## config.mk

```make
export PLATFORM = sky130hd
export DESIGN_NAME = e_mdu_seq_div
export DESIGN_NICKNAME = d
export VERILOG_FILES = /design/src/rtl/e_mdu_seq_div.sv
export SDC_FILE = /design/constraint.sdc
export NUM_CORES = 1
export LEC_CHECK = 0
export ABC_AREA = 1
export CORE_ASPECT_RATIO = 1.75
export CORE_MARGIN = 3
export CORE_UTILIZATION = 25
export DETAILED_ROUTE_END_ITERATION = 10
export REMOVE_ABC_BUFFERS = 1
export SLEW_MARGIN = 15
export SYNTH_ARGS = -nofsm -noshare
export SYNTH_HDL_FRONTEND = slang
export SYNTH_SLANG_ARGS = --single-unit
```

## constraint.sdc

```tcl
create_clock -name clk -period 5.6 [get_ports clk]
set_clock_uncertainty 0.15 [all_clocks]
set_input_delay 0.84 -clock clk [delete_from_list [all_inputs] [get_ports clk]]
set_output_delay 0.84 -clock clk [all_outputs]
set_load 0.005 [all_outputs]
```

## src/rtl/e_mdu_seq_div.sv

```systemverilog
// Iterative restoring divider (div/divu) feeding the MDU HI/LO write; WIDTH+1 cycle latency.
// Optional E_MDU_DIV_EARLY_OUT_EN: finish in 2 cycles when |dividend| < |divisor|.
module e_mdu_seq_div #(
    parameter int unsigned WIDTH = 32,
    parameter int unsigned CNT_W = 6
) (
    input  logic             clk,
    input  logic             reset,
    input  logic             i_start,
    input  logic             i_abort,
    input  logic             i_is_signed,
    input  logic [WIDTH-1:0] i_dividend,
    input  logic [WIDTH-1:0] i_divisor,
    output logic             o_busy,
    output logic             o_done,
    output logic [WIDTH-1:0] o_quotient,
    output logic [WIDTH-1:0] o_remainder
);

    typedef enum logic [1:0] {StIdle, StCalc, StFix} state_t;

    state_t           r_state;
    state_t           w_state_nxt;
    logic [WIDTH-1:0] r_rem;
    logic [WIDTH-1:0] r_quo;
    logic [WIDTH-1:0] r_dvs;
    logic [WIDTH-1:0] r_quotient;
    logic [WIDTH-1:0] r_remainder;
    logic [CNT_W-1:0] r_cnt;
    logic             r_neg_q;
    logic             r_neg_r;
    logic             r_done;

    logic             w_a_neg;
    logic             w_b_neg;
    logic [WIDTH-1:0] w_a_mag;
    logic [WIDTH-1:0] w_b_mag;
    logic [WIDTH:0]   w_shift;
    logic [WIDTH:0]   w_diff;
    logic             w_early;

    always_comb begin
        w_a_neg = i_is_signed & i_dividend[WIDTH-1];
        w_b_neg = i_is_signed & i_divisor[WIDTH-1];
        // The most negative value maps onto itself, which is its correct unsigned magnitude.
        w_a_mag = w_a_neg ? -i_dividend : i_dividend;
        w_b_mag = w_b_neg ? -i_divisor : i_divisor;
        w_shift = {r_rem, r_quo[WIDTH-1]};
        w_diff  = w_shift - {1'b0, r_dvs};
`ifdef E_MDU_DIV_EARLY_OUT_EN
        w_early = (i_divisor != '0) && (w_a_mag < w_b_mag);
`else
        w_early = 1'b0;
`endif
    end

    always_comb begin
        w_state_nxt = r_state;
        unique case (r_state)
            StIdle:  if (i_start) w_state_nxt = w_early ? StFix : StCalc;
            StCalc:  if (r_cnt == CNT_W'(1)) w_state_nxt = StFix;
            StFix:   w_state_nxt = StIdle;
            default: w_state_nxt = StIdle;
        endcase
        if (i_abort) w_state_nxt = StIdle;
    end

    always_ff @(posedge clk) begin
        if (reset) r_state <= StIdle;
        else       r_state <= w_state_nxt;
    end

    always_ff @(posedge clk) begin
        if (reset) begin
            r_rem       <= '0;
            r_quo       <= '0;
            r_dvs       <= '0;
            r_cnt       <= '0;
            r_neg_q     <= 1'b0;
            r_neg_r     <= 1'b0;
            r_done      <= 1'b0;
            r_quotient  <= '0;
            r_remainder <= '0;
        end else begin
            r_done <= 1'b0;
            unique case (r_state)
                StIdle: begin
                    if (i_start && !i_abort) begin
                        r_neg_q <= w_a_neg ^ w_b_neg;
                        r_neg_r <= w_a_neg;
                        r_dvs   <= w_b_mag;
                        r_cnt   <= CNT_W'(WIDTH);
                        if (w_early) begin
                            r_rem <= w_a_mag;
                            r_quo <= '0;
                        end else begin
                            r_rem <= '0;
                            r_quo <= w_a_mag;
                        end
                    end
                end
                StCalc: begin
                    if (!i_abort) begin
                        // Sign bit of the WIDTH+1-bit trial difference selects restore vs keep.
                        if (w_diff[WIDTH]) begin
                            r_rem <= w_shift[WIDTH-1:0];
                            r_quo <= {r_quo[WIDTH-2:0], 1'b0};
                        end else begin
                            r_rem <= w_diff[WIDTH-1:0];
                            r_quo <= {r_quo[WIDTH-2:0], 1'b1};
                        end
                        r_cnt <= r_cnt - CNT_W'(1);
                    end
                end
                StFix: begin
                    if (!i_abort) begin
                        r_quotient  <= r_neg_q ? -r_quo : r_quo;
                        r_remainder <= r_neg_r ? -r_rem : r_rem;
                        r_done      <= 1'b1;
                    end
                end
                default: ;
            endcase
        end
    end

    assign o_busy      = (r_state != StIdle);
    assign o_done      = r_done;
    assign o_quotient  = r_quotient;
    assign o_remainder = r_remainder;

endmodule

```

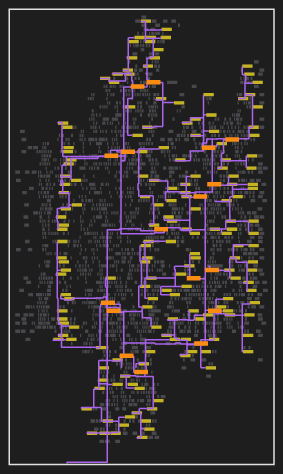
*Clock distribution, run 1*
Scale: 1.5 px per um.
Key: orange = clock-net drivers [count 17]; purple = clock wires [length 2850 um]; yellow = flip-flops [count 171]
There are 18 routed clock nets. Position of the flops: all over the die.
clock network power: 1160 uW
Clock Power Share: 36.8%
clock network latency to the later pin of the worst-skew pair: 460 ps

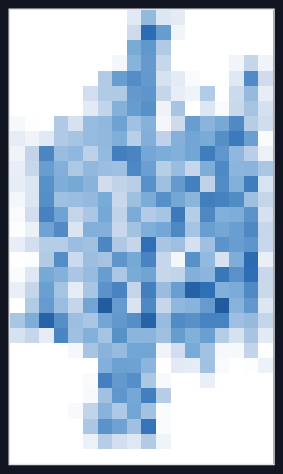
*Cell density map, run 1*
Scale: 1.5 px per um. The die is cut into 18 by 30 equal tiles; white is low, dark blue is high, 0 to 100% covered.
1.3% of the tiles are over 75% full. The mean over all tiles is 27%. The emptiest ninth of the die: north-west. 32% of the tiles are nearly empty. The fullest tile reaches 83%.
Core Region: 49600 um2
post-layout util: 30.3%

==> metrics.log, run 1 <==
[report] implementation figures
[metrics] register clock-pin slew on the reported worst setup and hold paths: approximately 60 ps
[metrics] clk_buf instances: 25
[metrics] Mapped Area: ~13000 um2
[metrics] worst slew margin relative to its limit: around 41%
[metrics] buffer and inverter count on the worst path: 2
[metrics] die x size: approximately 180 um
[metrics] highest-utilization routing layer at the global route stage: met2
[metrics] number of setup buffers added after CTS: 0
[metrics] non-clock inverter total of the final layout: 318
[metrics] Post-CTS Hold Fix Bufs: 0
[metrics] Worst Hold Slack: around 320 ps
[metrics] fraction of area in registers: approximately 23%
[metrics] Simple-Gate Fraction of Synth Area: 33.4%
[metrics] XORs/XNORs by Area: 4.60%
[metrics] first-pass detailed-route iteration total: 6
[metrics] switching part of the total: approximately 33%
[metrics] syn avg cell area: 6.05 um2
[metrics] Non-Filler Instances: about 2800
[metrics] cell internal pwr: between 2000 and 2500 uW
[metrics] Leading power group: registers
[metrics] fa+ha+maj area frac: 3.94%
[metrics] mux frac, synth: 0%
[metrics] number of routed nets with antenna violations: 0
[metrics] share of the final layout cell area in multi-input gates: roughly half
[metrics] setup repair after global routing missed its margin: false
[metrics] number of buffer cells added on primary ports: about 130
[metrics] Seq cells post-synth: roughly 170
[metrics] proportion of netlist area held by the largest area contributor: 27.2%
[metrics] cell resize tally after clock tree synthesis: 0
[metrics] share of the yosys chip area belonging to registers: 27.2%
[metrics] main logic family after synthesis: simple AND/OR/NAND/NOR gates
[metrics] pin count of the biggest net entering global routing: 99
[metrics] number of warnings in the stage logs: 26
[metrics] outcome: completed
[metrics] worst r2r src: r_quo[31]
[metrics] H-tree Lvls: 4
[metrics] number of endpoints with negative hold slack in the final report: 0
[metrics] Worst path depth: 10
[metrics] row count: 108
[metrics] number of instances on the worst hold path: 2
[metrics] Worst R2R Path Depth: 16
[metrics] vias per cell: around 4.8
[metrics] AND-OR/OR-AND Cells, Area Fraction: a little under a fifth
[metrics] data arrival time of the critical path: roughly 3500 ps
[metrics] post-layout period usage of the worst path: between 50% and 60%
[metrics] Max IR drop VDD: ~0.24 mV
[metrics] startpoint of the tightest hold check path: r_quo[28]
[metrics] Cell area leaders: dfxtp_1, nand2_1, inv_1, a21oi_1, nand3_1
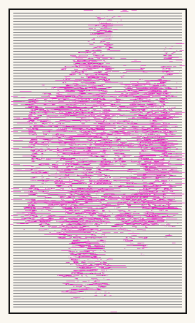
*Met1 routing, run 1*
Scale: 1 px per um. Supply wires on this layer in grey.
The layer carries 17200 um of wire. The layer holds 38% of the routed length. 2129 nets have wire on it. The longest straight run is 70.4 um. The wires run mostly horizontal.
Global Route met1 Usage: 17.2%
wire length after detailed routing: 45.6 mm
via count: 13501

==> run 2: changes to the inputs <==
clock period = 3.1 ns   (was 5.6 ns; I/O delays follow)
==> metrics.log, run 2 <==
[report] implementation figures
[metrics] setup slack, reg-to-reg: 350 ps (was 2400 ps)
[metrics] Peak Freq: between 300 and 400 MHz
[metrics] share of the final layout cell area in multi-input gates: 49.8% (was 50.6%)
[metrics] main logic family after synthesis: simple AND/OR/NAND/NOR gates (unchanged)
[metrics] Worst Hold Slack: 112 ps (was 321 ps)
[metrics] number of warnings in the stage logs: 28 (was 26)
[metrics] Core Region: 49600 um2 (unchanged)
[metrics] mux frac, synth: 0% (unchanged)
[metrics] AND-OR/OR-AND Cells, Area Fraction: 18.5% (unchanged)
[metrics] Max IR drop VDD: 0.388 mV (was 0.241 mV)
[metrics] PD cells: 375 nW/um2 (was 210 nW/um2)
[metrics] worst slew margin relative to its limit: 52.9% (was 40.7%)
[metrics] clock network latency to the later pin of the worst-skew pair: 460 ps (about the same)
[metrics] Leading power group: registers (unchanged)
[metrics] Mapped Area: 12600 um2 (unchanged)
[metrics] proportion of netlist area held by the largest area contributor: 27.2% (unchanged)
[metrics] outcome: completed (unchanged)
[metrics] post-layout period usage of the worst path: 88.7%
[metrics] share of the yosys chip area belonging to registers: 27.2% (unchanged)
[metrics] syn avg cell area: 6.05 um2 (unchanged)
[metrics] fa+ha+maj area frac: 3.94% (unchanged)
[metrics] CP peak stage delay: 410 ps (was 600 ps)
[metrics] number of instances on the worst hold path: 2 (unchanged)
[metrics] setup repair after global routing missed its margin: false (unchanged)
[metrics] Clock Power Share: 36.4% (was 36.8%)
[metrics] vias per cell: 4.71 (was 4.76)
[metrics] Worst R2R Path Depth: 18 (was 16)
[metrics] number of routed nets with antenna violations: 0 (unchanged)
[metrics] Non-Filler Instances: 2867 (was 2838)
[metrics] number of tap cells inserted: 660 (unchanged)
[metrics] cell resize tally after clock tree synthesis: 0 (unchanged)
[metrics] number of buffer cells added on primary ports: 134 (unchanged)
[metrics] number of different library cells in the post-synthesis netlist: 44 (unchanged)
[metrics] number of setup buffers added after CTS: 0 (unchanged)
[metrics] Final WS setup: 350 ps (was 2310 ps)
[metrics] row count: 108 (unchanged)
[metrics] startpoint of the tightest hold check path: reset (was r_quo[28])
[metrics] global-route wire length before repair: 70.2 mm (was 69.6 mm)
[metrics] cell internal pwr: 3760 uW (was 2120 uW)
[metrics] Seq cells post-synth: 171 (unchanged)
[metrics] switching part of the total: 34.4% (was 32.7%)
[metrics] Simple-Gate Fraction of Synth Area: 33.4% (unchanged)
[metrics] first-pass detailed-route iteration total: 5 (was 6)
[metrics] non-clock inverter total of the final layout: 318 (unchanged)
[metrics] register clock-pin slew on the reported worst setup and hold paths: 80 ps (was 60 ps)
[metrics] area reported by Yosys stat: 12600 um2 (unchanged)
[metrics] setup slack at placement: 140 ps (was 1870 ps)
[metrics] min Tclk post-route: 2750 ps
[metrics] GRT Util Overall: 16.9% (was 16.8%)
[metrics] area added between synthesis and finish: 21.6% (was 19.6%)
[metrics] H-tree Lvls: 4 (unchanged)
[metrics] floorplan core density: 25.3% (unchanged)
[metrics] number of endpoints with negative hold slack in the final report: 0 (unchanged)
[metrics] instance count of the mapped netlist: 2077 (unchanged)
[metrics] die x size: 175 um (unchanged)
[metrics] post-layout util: 30.8% (was 30.3%)
[metrics] highest-utilization routing layer at the global route stage: met2 (unchanged)
[metrics] XORs/XNORs by Area: 4.60% (unchanged)
[metrics] Post-CTS Hold Fix Bufs: 0 (unchanged)
[metrics] met1 wire length: 17.6 mm (was 17.2 mm)
[metrics] category of the critical setup timing path: flop to flop (was primary input to flop)
[metrics] buffer and inverter count on the worst path: 3 (was 2)
[metrics] clk_buf instances: 18 (was 25)
[metrics] DRC marker count from the first detailed-route iteration: 679 (was 882)
[metrics] relative area of non-clock buffer cells in the final design: 11.1% (was 9.57%)
[metrics] worst r2r src: r_quo[31] (unchanged)
[metrics] fraction of area in registers: 22.4% (was 22.8%)
[metrics] pin count of the biggest net entering global routing: 108 (was 99)
[metrics] Cell area leaders: dfxtp_1, nand2_1, inv_1, a21oi_1, nand3_1 (unchanged)
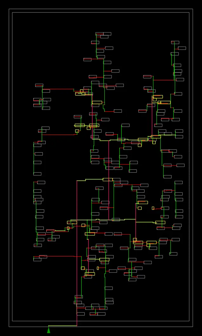
*Clock wiring as the flow saved it, run 2*
FFs & Latches: 171
clock network power: 2090 uW

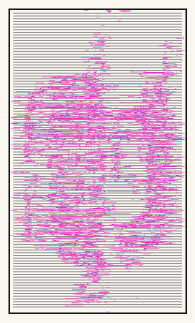
*Met1 routing, run 2*
Scale: 1 px per um. Supply wires on this layer in grey.
2162 nets have wire on it. The wires run mostly horizontal. The layer carries 17600 um of wire. The layer holds 38% of the routed length. The longest straight run is 74.5 um.
Global Route met1 Usage: 17.5%
wire length after detailed routing: 46.0 mm
via count: 13503

Power figures rest on the tool's default switching activity, not on a simulated workload.
